Fig. 1: run 1, placement by cell class
Drawn at 8 px/um. Fill, decap, tap and diode cells in grey.
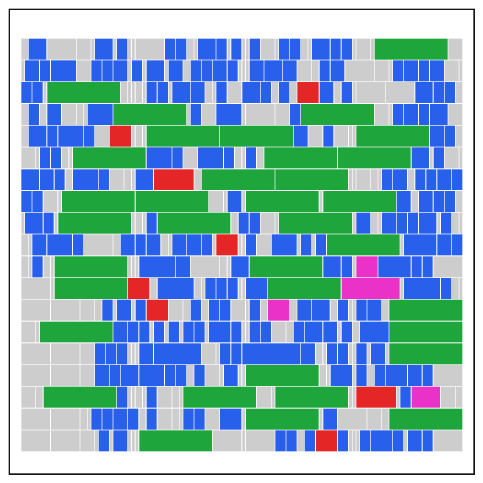
Fig. 2: run 1, where the registers sit
Drawn at 8 px/um.
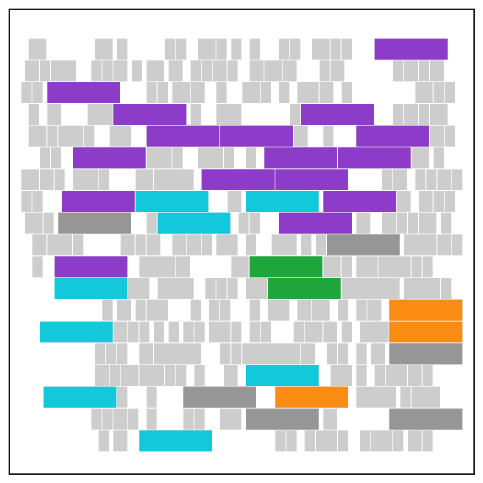
Fig. 3: run 1, supply network
Drawn at 6 px/um. Pins as bars on the die edge.
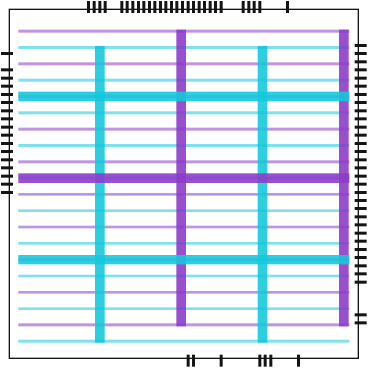
Design estagio_escrita_flat, sky130hd; sources not shown.
==> impl_metrics.json, run 1 <==
{
  "status": "complete, but fails checks",
  "violations": "design-rule violations",
  "finalWirelength_mm": 3.91,
  "use_met1_pct": 30.8,
  "worstSkewPairLatency_ns": 0.35,
  "drc": 8,
  "top_usage_layer": "met2",
  "final_nets": 324,
  "arrival_ns": 1.97,
  "synthAoiAreaFrac_pct": 10.2,
  "synth.largest_area_cell": "dfrtp_1",
  "fmax_ghz": 0.595,
  "r2r_cells": 8,
  "p_per_area_nw_per_um2": 792,
  "clock_area_share_pct": 3.44,
  "syn-mean-instance-area_um2": 7.70,
  "first_pass_iters": 6,
  "start_kind": "register",
  "htreeDepth": 2,
  "mux_share_pct": 0,
  "rsz0062_at_grt": "false",
  "critPathMaxFanout": 33,
  "cts.path.max_buffers": 2,
  "largest_class": "logic gates",
  "first_global_vias": 1485,
  "whs_ns": 0.131,
  "simple_gate_area_share_pct": 38.5,
  "largest_register_ffs": 16,
  "dpl_cell_area_um2": 2010,
  "dp_hpwl_mm": 2.78,
  "inv_count": 14,
  "wl_per_cell_um": 13.2,
  "grt-ovfl-total": 0
}
About Fig. 1:
legend:
  red:
    class: clock drivers and dummy loads
    cells: 8
    share_of_their_area: 3.5%
  green:
    class: flops
    cells: 35
    share_of_their_area: 42%
  magenta:
    class: other buffers and delay cells
    cells: 4
    share_of_their_area: 2.2%
  blue:
    class: all other logic
    cells: 218
    share_of_their_area: 52%
FP Rows: 19
final instance area: 2110 um2

About Fig. 2:
legend:
  green:
    netlist_name: u_core.estado
    sequential_cells: 2
  orange:
    netlist_name: u_core.bus.BR_Sel_E
    sequential_cells: 3
  cyan:
    netlist_name: u_core.cnt
    sequential_cells: 8
  purple:
    netlist_name: u_core.bus.BR_E
    sequential_cells: 16
final core utilization: 73.9%
Seq power: 0.956 mW
register area: 876 um2
sequential cell area share: 41.5%

About Fig. 3:
legend:
  cyan:
    net: VSS
  purple:
    net: VDD
met5 straps: 3
met1 rails: 20
met4 straps: 4
rows: 19
Core ar.: 2850 um2
Die Width: 57.9 um
Peak VDD IR: 0.544 mV
die y size: 57.9 um

[run 1: power by group]
| group | internal [mW] | total (mW) | leakage [nW] | switching [mW] |
|---|---|---|---|---|
| combinational | 0.124 | 0.300 | 0.587 | 0.176 |
| sequential | 0.791 | 0.956 | 0.426 | 0.166 |
| clock | 0.191 | 0.413 | 0.0375 | 0.222 |
| total | 1.11 | 1.67 | 1.05 | 0.564 |
[run 1: synth_stat cells, drive strengths merged]
master  instances
nand2          88
dfrtp          35
nor2           32
nand3          30
a21oi          19
or2            17
inv            14
buf            10
o21ai           6
o21a            3
ha              2
nand4           2
a21o            1
clkbuf          1
nor3            1
nor3b           1
o21bai          1
xor2            1
--- run 2 (diff from run 1) ---
--- a/config.mk
+++ b/config.mk
@@ -7,7 +7,7 @@
 export LEC_CHECK = 0
 export ABC_AREA = 1
 export CAP_MARGIN = 30
-export CORE_UTILIZATION = 65
+export CORE_UTILIZATION = 63
 export DETAILED_ROUTE_END_ITERATION = 6
 export DONT_BUFFER_PORTS = 1
 export PLACE_DENSITY_LB_ADDON = 0.1
==> constraint.sdc (replaced) <==
create_clock -name clock -period 1.61 [get_ports clock]
set_input_delay 0.2415 -clock clock [delete_from_list [all_inputs] [get_ports clock]]
set_output_delay 0.2415 -clock clock [all_outputs]
set_load 0.01 [all_outputs]
==> run 2 against run 1 <==
Compared with the run above:
- the run now ends clean
- clock power up 7.7%
- sequential cell count did not move
- core utilization down 4.1 points
- clock-buffer cell count unchanged
- synthesized cell count did not move
- worst hold slack worse by 0.064 ns
- clock skew is 0.0014 ns lower
- critical path depth shrank 1
- sequential power increased by 33%
==> impl_metrics.json, run 2 <==
{
  "status": "complete, no violations",
  "combPwrFrac_pct": 19.2,
  "pg_comb_mw": 0.408,
  "drc": 0,
  "largest_class": "logic gates",
  "clock_area_share_pct": 2.35,
  "worstSkewPairLatency_ns": 0.33,
  "seqPwrFrac_pct": 59.8,
  "switching_share_pct": 34.1,
  "flop_area_um2": 876,
  "p_per_area_nw_per_um2": 997,
  "ff_type": "dfrtp_1",
  "simple_gate_area_share_pct": 38.5,
  "edf_count": 0,
  "rsz0062_at_grt": "false",
  "grt-ovfl-total": 0,
  "pwr-share-clk_pct": 20.9,
  "maxPowerGroup": "registers",
  "first_pass_iters": 4,
  "final_nets": 326,
  "largest_register_ffs": 16,
  "syn-mean-instance-area_um2": 7.70,
  "synth.largest_area_cell": "dfrtp_1",
  "dp_hpwl_mm": 2.84,
  "die_y_um": 58.8,
  "dpl_cell_area_um2": 2050,
  "fmax_ghz": 0.683,
  "wl_per_cell_um": 12.4,
  "peakVddDrop_mv": 0.538,
  "start_kind": "register",
  "arrival_ns": 1.69,
  "first_global_vias": 1377,
  "finalWirelength_mm": 3.86,
  "switchingPower_mw": 0.724,
  "inv_count": 14,
  "cts.path.max_buffers": 2,
  "intPower_mw": 1.40,
  "r2r_cells": 7,
  "synth.most_common_cell": "nand2_1",
  "logic_family": "simple AND/OR/NAND/NOR gates",
  "fp.dieW_um": 58.8,
  "synthAoiAreaFrac_pct": 10.2,
  "ys_async_sr_fraction_pct": 100,
  "synth.top_cells.by_count": "nand2_1, dfrtp_1, nor2_1",
  "mux_share_pct": 0
}
[run 2: per-stage QoR]
stage	hold slack (ns)	util [%]	power, mW
detailed placement	-0.0534	67.1	1.68
floorplan	-0.0541	-	1.59
global route	0.0366	69.8	2.28
global placement	-0.0535	67.1	1.66
CTS	0.0532	69.8	2.16
finish	0.0671	69.8	2.12
[run 2: critical path: cells and delay by family (launching register included)]
kind | cells | cell delay (ns)
adders and majority gates | 1 | 0.15
and+or+nand+nor | 4 | 0.38
DFF | 1 | 0.42
AOI/OAI and AO/OA | 1 | 0.32
buffers and inverters | 1 | 0.09
[run 2: layer usage]
layer  up-vias  GRT usage [%]  share of wire [%]
li1        847              -                  -
met1       724           27.4                 44
met2        60           38.8                 47
met3         4           9.89                8.3
met4         0           8.50                1.3
met5         -              0                  0
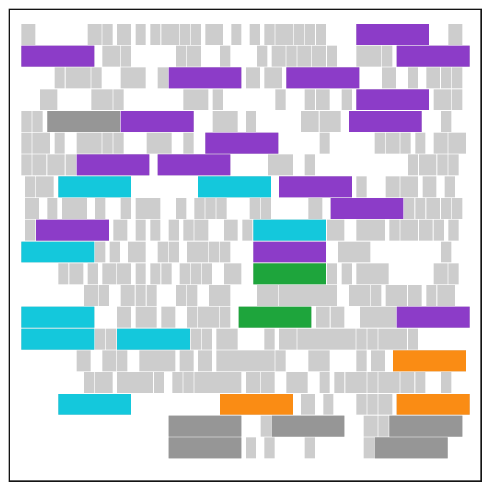
Fig. 4. Where the registers sit (run 2).
Drawn at 8 px/um.
legend:
  green:
    netlist_name: u_core.estado
    sequential_cells: 2
  orange:
    netlist_name: u_core.bus.BR_Sel_E
    sequential_cells: 3
  cyan:
    netlist_name: u_core.cnt
    sequential_cells: 8
  purple:
    netlist_name: u_core.bus.BR_E
    sequential_cells: 16
final core utilization: 69.8%
Seq power: 1.27 mW
sequential cell area share: 41.1%

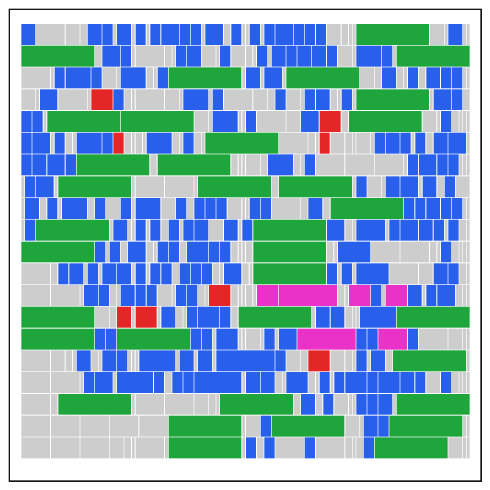
Fig. 5. Placement by cell class (run 2).
Drawn at 8 px/um. Fill, decap, tap and diode cells in grey.
legend:
  blue:
    class: all other logic
    cells: 218
    share_of_their_area: 52%
  green:
    class: flops
    cells: 35
    share_of_their_area: 42%
  red:
    class: clock drivers and dummy loads
    cells: 8
    share_of_their_area: 2.4%
  magenta:
    class: other buffers and delay cells
    cells: 6
    share_of_their_area: 3.5%
FP Rows: 20
final instance area: 2130 um2
Core ar.: 3050 um2

No activity file was given, so power comes from the tool's default toggle rates.
